## src/rtl/reg_lock_dispatcher_pkg.sv

```systemverilog
// Shared types for the issue pipeline: decoded instruction format,
// register file geometry and the dispatcher FSM encoding.
package maverickOne_pkg;

    localparam int NUM_REGS        = 32;
    localparam int NUM_OUTSTANDING = 4;
    localparam int TOTAL_FUNCS     = 8;
    localparam int REG_ADDR_W      = $clog2(NUM_REGS);
    localparam int FUNC_W          = $clog2(TOTAL_FUNCS);

    typedef logic [REG_ADDR_W-1:0] reg_addr_t;

    typedef struct packed {
        logic [FUNC_W-1:0] func;
        reg_addr_t         rd;
        reg_addr_t         rs1;
        reg_addr_t         rs2;
        logic              blocking;
        logic              mem_op;
        logic [15:0]       imm;
    } decoded_instr_t;

    // FLOW: normal issue; DRAIN: hold everything until no write is outstanding
    typedef enum logic {
        FLOW  = 1'b0,
        DRAIN = 1'b1
    } disp_state_e;

endpackage

```

## src/rtl/reg_lock_dispatcher_if.sv

```systemverilog
// Bundle of the dispatcher's handshake, writeback and lock signals.
// slave is the dispatcher's view, master is the surrounding pipeline's view.
interface reg_lock_dispatcher_if;
    import maverickOne_pkg::*;

    logic                clear_i;
    decoded_instr_t      instr_in_i;
    logic                instr_in_valid_i;
    logic                instr_in_ready_o;
    logic [NUM_REGS-1:0] locks_o;
    logic                wb_valid_i;
    reg_addr_t           wb_rd_i;
    decoded_instr_t      instr_out_o;
    logic                instr_out_valid_o;
    logic                instr_out_ready_i;
    logic                wb_underflow_o;

    modport slave (
        input  clear_i, instr_in_i, instr_in_valid_i, wb_valid_i, wb_rd_i,
               instr_out_ready_i,
        output instr_in_ready_o, locks_o, instr_out_o, instr_out_valid_o,
               wb_underflow_o
    );

    modport master (
        output clear_i, instr_in_i, instr_in_valid_i, wb_valid_i, wb_rd_i,
               instr_out_ready_i,
        input  instr_in_ready_o, locks_o, instr_out_o, instr_out_valid_o,
               wb_underflow_o
    );

endinterface

```

## src/rtl/reg_lock_dispatcher_lock_counter_bank.sv

```systemverilog
// One saturating up/down outstanding-write counter per architectural
// register. Register 0 has no counter and is never locked.
module lock_counter_bank
    import maverickOne_pkg::*;
#(
    parameter int CNT_W = 3
) (
    input  logic                clk_i,
    input  logic                arst_ni,
    input  logic                clear_i,
    input  logic                inc_en_i,
    input  reg_addr_t           inc_idx_i,
    input  logic                dec_en_i,
    input  reg_addr_t           dec_idx_i,
    output logic [NUM_REGS-1:0] cnt_max_o,
    output logic [NUM_REGS-1:0] locks_o,
    output logic                underflow_o
);

    localparam logic [CNT_W-1:0] CNT_MAX = '1;

    logic [NUM_REGS-1:0] uf_vec;

    assign cnt_max_o[0] = 1'b0;
    assign locks_o[0]   = 1'b0;
    assign uf_vec[0]    = 1'b0;

    genvar gi;
    generate
        for (gi = 1; gi < NUM_REGS; gi++) begin : g_cnt
            logic [CNT_W-1:0] cnt_q;
            logic [CNT_W-1:0] cnt_d;
            logic             inc_hit;
            logic             dec_hit;

            assign inc_hit = inc_en_i && (inc_idx_i == reg_addr_t'(gi));
            assign dec_hit = dec_en_i && (dec_idx_i == reg_addr_t'(gi));

            // Next count: simultaneous inc/dec cancel; saturate at both ends
            always_comb begin
                cnt_d = cnt_q;
                if (clear_i) begin
                    cnt_d = '0;
                end else if (inc_hit && !dec_hit && (cnt_q != CNT_MAX)) begin
                    cnt_d = cnt_q + 1'b1;
                end else if (dec_hit && !inc_hit && (cnt_q != '0)) begin
                    cnt_d = cnt_q - 1'b1;
                end
            end

            // Counter state register
            always_ff @(posedge clk_i or negedge arst_ni) begin
                if (!arst_ni) begin
                    cnt_q <= '0;
                end else begin
                    cnt_q <= cnt_d;
                end
            end

            assign uf_vec[gi]    = dec_hit && !inc_hit && (cnt_q == '0) && !clear_i;
            assign cnt_max_o[gi] = (cnt_q == CNT_MAX);
            assign locks_o[gi]   = |cnt_q;
        end
    endgenerate

    assign underflow_o = |uf_vec;

endmodule

```

## src/rtl/reg_lock_dispatcher.sv

```systemverilog
// Dispatch stage: single-entry output register between the launcher and the
// execution units, register write locks, blocking-instruction drain and a
// one-deep memory-op limiter.
module reg_lock_dispatcher
    import maverickOne_pkg::*;
#(
    parameter int LOCK_CNT_W = $clog2(NUM_OUTSTANDING + 2)
) (
    input  logic               clk_i,
    input  logic               arst_ni,
    reg_lock_dispatcher_if.slave bus
);

    disp_state_e         state_q, state_d;
    decoded_instr_t      out_q;
    logic                out_valid_q;
    logic                mem_busy_q;
    reg_addr_t           mem_rd_q;
    logic                uf_q;

    logic [NUM_REGS-1:0] cnt_max;
    logic [NUM_REGS-1:0] locks;
    logic                uf_pulse;
    logic                all_zero;
    logic                out_free;
    logic                fsm_ok;
    logic                mem_ok;
    logic                ready;
    logic                accept;
    reg_addr_t           in_rd;

    assign in_rd    = bus.instr_in_i.rd;
    assign all_zero = ~|locks;
    assign out_free = ~out_valid_q | bus.instr_out_ready_i;
    assign mem_ok   = ~(bus.instr_in_i.mem_op & mem_busy_q);
    // Ready is forced low while reset is held so nothing is taken mid-reset
    assign ready    = arst_ni & ~bus.clear_i & out_free & ~cnt_max[in_rd]
                    & fsm_ok & mem_ok;
    assign accept   = bus.instr_in_valid_i & ready;

    lock_counter_bank #(
        .CNT_W (LOCK_CNT_W)
    ) u_bank (
        .clk_i       (clk_i),
        .arst_ni     (arst_ni),
        .clear_i     (bus.clear_i),
        .inc_en_i    (accept),
        .inc_idx_i   (in_rd),
        .dec_en_i    (bus.wb_valid_i & ~bus.clear_i),
        .dec_idx_i   (bus.wb_rd_i),
        .cnt_max_o   (cnt_max),
        .locks_o     (locks),
        .underflow_o (uf_pulse)
    );

    // Drain FSM: a blocking instruction waits until no write is outstanding
    always_comb begin
        state_d = state_q;
        fsm_ok  = 1'b0;
        case (state_q)
            FLOW: begin
                fsm_ok = ~bus.instr_in_i.blocking | all_zero;
                if (bus.instr_in_valid_i && bus.instr_in_i.blocking && !all_zero) begin
                    state_d = DRAIN;
                end
            end
            DRAIN: begin
                if (all_zero) begin
                    state_d = FLOW;
                end
            end
            default: state_d = FLOW;
        endcase
        if (bus.clear_i) begin
            state_d = FLOW;
        end
    end

    // FSM state register
    always_ff @(posedge clk_i or negedge arst_ni) begin
        if (!arst_ni) begin
            state_q <= FLOW;
        end else begin
            state_q <= state_d;
        end
    end

    // Output register, memory-op tracking and sticky underflow flag
    always_ff @(posedge clk_i or negedge arst_ni) begin
        if (!arst_ni) begin
            out_q       <= '0;
            out_valid_q <= 1'b0;
            mem_busy_q  <= 1'b0;
            mem_rd_q    <= '0;
            uf_q        <= 1'b0;
        end else if (bus.clear_i) begin
            out_valid_q <= 1'b0;
            mem_busy_q  <= 1'b0;
        end else begin
            uf_q <= uf_q | uf_pulse;
            if (accept) begin
                out_q       <= bus.instr_in_i;
                out_valid_q <= 1'b1;
            end else if (bus.instr_out_ready_i) begin
                out_valid_q <= 1'b0;
            end
            if (accept && bus.instr_in_i.mem_op) begin
                mem_busy_q <= 1'b1;
                mem_rd_q   <= in_rd;
            end else if (bus.wb_valid_i && mem_busy_q && (bus.wb_rd_i == mem_rd_q)) begin
                mem_busy_q <= 1'b0;
            end
        end
    end

    assign bus.instr_in_ready_o  = ready;
    assign bus.locks_o           = locks;
    assign bus.instr_out_o       = out_q;
    assign bus.instr_out_valid_o = out_valid_q;
    assign bus.wb_underflow_o    = uf_q;

endmodule

```

## src/flat_wrapper.sv

```systemverilog
// flat-port wrapper written by rule: the top's interface ports become plain ports
module reg_lock_dispatcher_flat import maverickOne_pkg::*;
#(
    parameter int LOCK_CNT_W = $clog2(NUM_OUTSTANDING + 2)
)
  (clk_i, arst_ni, bus_clear_i, bus_instr_in_i, bus_instr_in_valid_i, bus_wb_valid_i, bus_wb_rd_i, bus_instr_out_ready_i, bus_instr_in_ready_o, bus_locks_o, bus_instr_out_o, bus_instr_out_valid_o, bus_wb_underflow_o);
  reg_lock_dispatcher_if bus_i ();
  input  logic clk_i;
  input  logic arst_ni;
  input wire logic [$bits(bus_i.clear_i)-1:0] bus_clear_i;
  input wire logic [$bits(bus_i.instr_in_i)-1:0] bus_instr_in_i;
  input wire logic [$bits(bus_i.instr_in_valid_i)-1:0] bus_instr_in_valid_i;
  input wire logic [$bits(bus_i.wb_valid_i)-1:0] bus_wb_valid_i;
  input wire logic [$bits(bus_i.wb_rd_i)-1:0] bus_wb_rd_i;
  input wire logic [$bits(bus_i.instr_out_ready_i)-1:0] bus_instr_out_ready_i;
  output wire logic [$bits(bus_i.instr_in_ready_o)-1:0] bus_instr_in_ready_o;
  output wire logic [$bits(bus_i.locks_o)-1:0] bus_locks_o;
  output wire logic [$bits(bus_i.instr_out_o)-1:0] bus_instr_out_o;
  output wire logic [$bits(bus_i.instr_out_valid_o)-1:0] bus_instr_out_valid_o;
  output wire logic [$bits(bus_i.wb_underflow_o)-1:0] bus_wb_underflow_o;
  assign bus_i.clear_i = bus_clear_i;
  assign bus_i.instr_in_i = bus_instr_in_i;
  assign bus_i.instr_in_valid_i = bus_instr_in_valid_i;
  assign bus_i.wb_valid_i = bus_wb_valid_i;
  assign bus_i.wb_rd_i = bus_wb_rd_i;
  assign bus_i.instr_out_ready_i = bus_instr_out_ready_i;
  assign bus_instr_in_ready_o = bus_i.instr_in_ready_o;
  assign bus_locks_o = bus_i.locks_o;
  assign bus_instr_out_o = bus_i.instr_out_o;
  assign bus_instr_out_valid_o = bus_i.instr_out_valid_o;
  assign bus_wb_underflow_o = bus_i.wb_underflow_o;
  reg_lock_dispatcher #(.LOCK_CNT_W(LOCK_CNT_W)) u_core (.clk_i(clk_i), .arst_ni(arst_ni), .bus(bus_i));
endmodule
```

## config.mk

```make
export PLATFORM = sky130hd
export DESIGN_NAME = reg_lock_dispatcher_flat
export DESIGN_NICKNAME = d
export VERILOG_FILES = /design/src/rtl/reg_lock_dispatcher_pkg.sv /design/src/rtl/reg_lock_dispatcher_if.sv /design/src/rtl/reg_lock_dispatcher_lock_counter_bank.sv /design/src/rtl/reg_lock_dispatcher.sv /design/src/flat_wrapper.sv
export SDC_FILE = /design/constraint.sdc
export NUM_CORES = 1
export LEC_CHECK = 0
export ABC_AREA = 0
export CELL_PAD_IN_SITES_DETAIL_PLACEMENT = 0
export CELL_PAD_IN_SITES_GLOBAL_PLACEMENT = 2
export CORE_MARGIN = 5
export CORE_UTILIZATION = 37
export CTS_CLUSTER_SIZE = 12
export DETAILED_ROUTE_END_ITERATION = 8
export PLACE_DENSITY = 0.9
export RECOVER_POWER = 100
export SYNTH_ARGS = -nofsm -noshare
export SYNTH_HDL_FRONTEND = slang
export SYNTH_SLANG_ARGS = --single-unit
```

## constraint.sdc

```tcl
create_clock -name clk_i -period 12.49 [get_ports clk_i]
set_clock_uncertainty 0.15 [all_clocks]
set_input_delay 3.1225 -clock clk_i [delete_from_list [all_inputs] [get_ports clk_i]]
set_output_delay 3.1225 -clock clk_i [all_outputs]
set_load 0.01 [all_outputs]
```

==> summary.txt <==
fresh numbers from the pnr run: violated checks capacitance limit, slew limit, H-Tree Level Count 4, Overflow after GRT 0, Dominant cell area share 0.360, Final Cell Area between 0.01 and 0.015 mm^2, Largest cells by area dfrtp_1 36%, fa_1 6.5%, nand2_1 6.1%, layout cell share with drive strength beyond 1 0.0584, logic area 0.00551 mm^2, fin crit period approximately 11 ns, Setup Fix Bufs, Post-CTS 0, Cells after DPL 1554, Yosys chip area roughly 0.0096 mm^2, routed length on met1 14700 um, buffering overhead 0.103, arrival time of the worst setup path 7.70 ns, met3 routed WL around 3000 um, Max Buffers Root-to-Sink 2, Core Region 0.0258 mm^2, DRT Pass-1 Iters 5, hpwl dp 25000 um, tally of OpenROAD warnings 26, Largest logic family simple AND/OR/NAND/NOR gates, first-pass GRT wire length ~52000 um, worst hold path class flop to flop, Reg area 0.00345 mm^2, endpoints failing setup 0, Multiplexer share 0.0261, Max Slew Vio Count 300, Largest cell class combinational gates, drt via density 5.77, clk tree area frac 0.0519, Worst slew margin -1.25, worst skew pair latency 0.45 ns, fill count approximately 2500, fin nets roughly 1300, clock-pin transition on the worst setup and hold timing paths 0.07 ns, CTS tree yes, Max VDD drop 0.0691 mV, worst hold slack 0.317 ns, non-clock buffer count 124, final std cells w/o fill ~1600, Cells after Synth between 1000 and 1500, Max Cap Viol 7, Adder Share, Synth 0.0648, DRT iter0 DRCs 873, Syn. warnings 0, Synth Area in Simple Gates 0.296, Multi-In Gates 860, most frequent cells in the layout 157 x nand2_1, 138 x dfrtp_1, 135 x nor2_1, Post-Route WL around 33000 um, final hold vios 0, WL/cell about 21 um, # clk buffers 17, measured slew at the worst slew-check pin 3.38 ns, die width 171 um, PortBufs 116, initial antenna violation count 1, Hold EP u_core.bus.instr_out_o[21], pwr/cell area 113 mW/mm^2, main flop type dfrtp_1, Mapped Area 0.00958 mm^2, most frequent logic cell in the layout nand2_1, number of global-route vias before repair 8672, status finished, violations left
==> metrics by stage <==
stage / worst slack, ns / utilization / power [mW]
floorplan: 4.17 / - / 0.653
global placement: 2.48 / 0.428 / 0.802
detailed placement: 2.35 / 0.428 / 0.806
CTS: 2.34 / 0.451 / 1.33
global route: 1.42 / 0.448 / 1.36
finish: 1.52 / 0.448 / 1.30
==> where the power goes <==
part | leakage [nW] | total (mW) | switching [mW] | internal, mW
logic | 2.86 | 0.253 | 0.143 | 0.110
clock network | 0.287 | 0.524 | 0.254 | 0.271
registers | 1.86 | 0.522 | 0.0295 | 0.493
total | 5.00 | 1.30 | 0.427 | 0.873
==> routing by layer <==
metal / GRT usage / vias to the layer above
li1: - / 4209
met1: 0.335 / 4443
met2: 0.343 / 428
met3: 0.0464 / 71
met4: 0.0827 / 0
met5: 0 / -
==> cell usage after synthesis (6+ instances only) <==
library cell  number
nand2_1          155
o31ai_1            8
nand4_1           19
mux2_2            14
clkbuf_1          28
buf_2             15
a211oi_1          36
nor4_1            27
fa_1              31
nand2b_1          12
o21ai_0           19
o211a_1            8
a21oi_1           26
xor2_1            14
nor2_1           136
a41oi_1            9
or4_1              6
a31o_2             6
mux2i_1            7
nand3_1           40
o41ai_1            6
xnor2_1           40
nor3_1            48
dfrtp_1          138
nand4b_1           6
inv_1             97
and3_1            20
a31oi_1           16
or2_2             10
nor2b_1           24
nor4_2             6
a21o_1             6
or3_1             22
==> worst max-delay path, cell delays in order <==
cell and delay, ns:
dlygate4sd3_1 0.76, nand2_1 0.40, nor2_1 0.07, a2111oi_0 1.52, o2111a_1 0.50, nor2_2 0.06, buf_4 0.23, nor2_1 0.34
dlygate4sd3_1 0.67
==> images/cell_classes.png <==
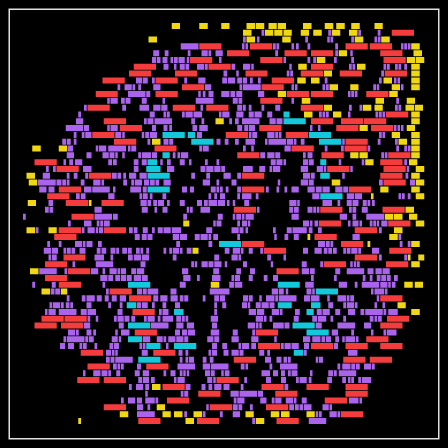
purple -> all other logic  # cells 957, share of their area 53%
cyan -> clock drivers and dummy loads  # cells 32, share of their area 5.4%
red -> flip-flops  # cells 138, share of their area 31%
yellow -> other buffers and delay cells  # cells 124, share of their area 11%

==> images/density.png <==
The bar under the picture is 50 um long. The die is cut into 17 by 17 equal tiles; black is low, pale yellow is high, 0 to 100% covered.
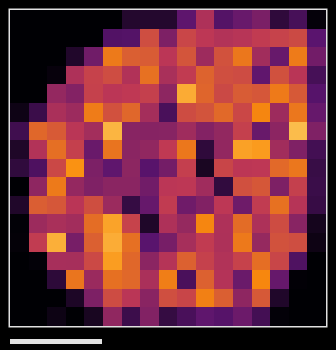
emptiest ninth of the die = upper left
tiles over 75% full = 3.5%
fullest tile = 86%

==> images/port_nets.png <==
The bar under the picture is 50 um long.
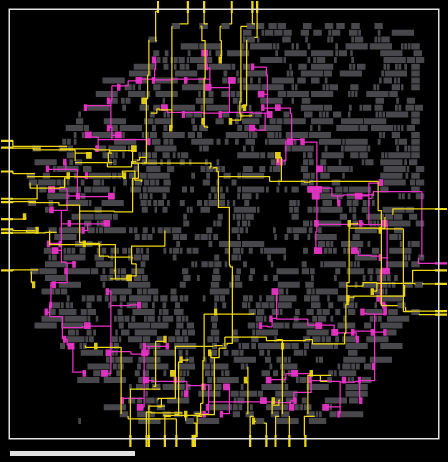
magenta -> bus_clear_i  # direction input, end cells 106, buffers 2, wire 1150 um
yellow -> bus_locks_o  # direction output, end cells 32, buffers 31, wire 1890 um

==> images/final_congestion.png <==
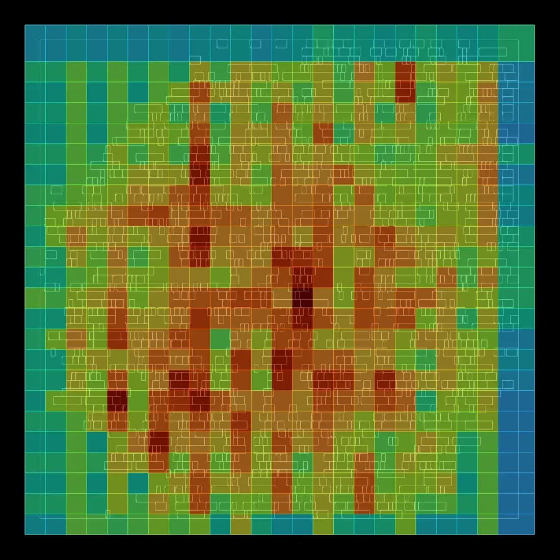
GRT busiest layer: met2
Post-Route Utilization: 0.448
met1 usage: 0.335
GR Util met2: 0.343
GRT Total Usage: 0.231

Power and IR drop assume default switching activity.
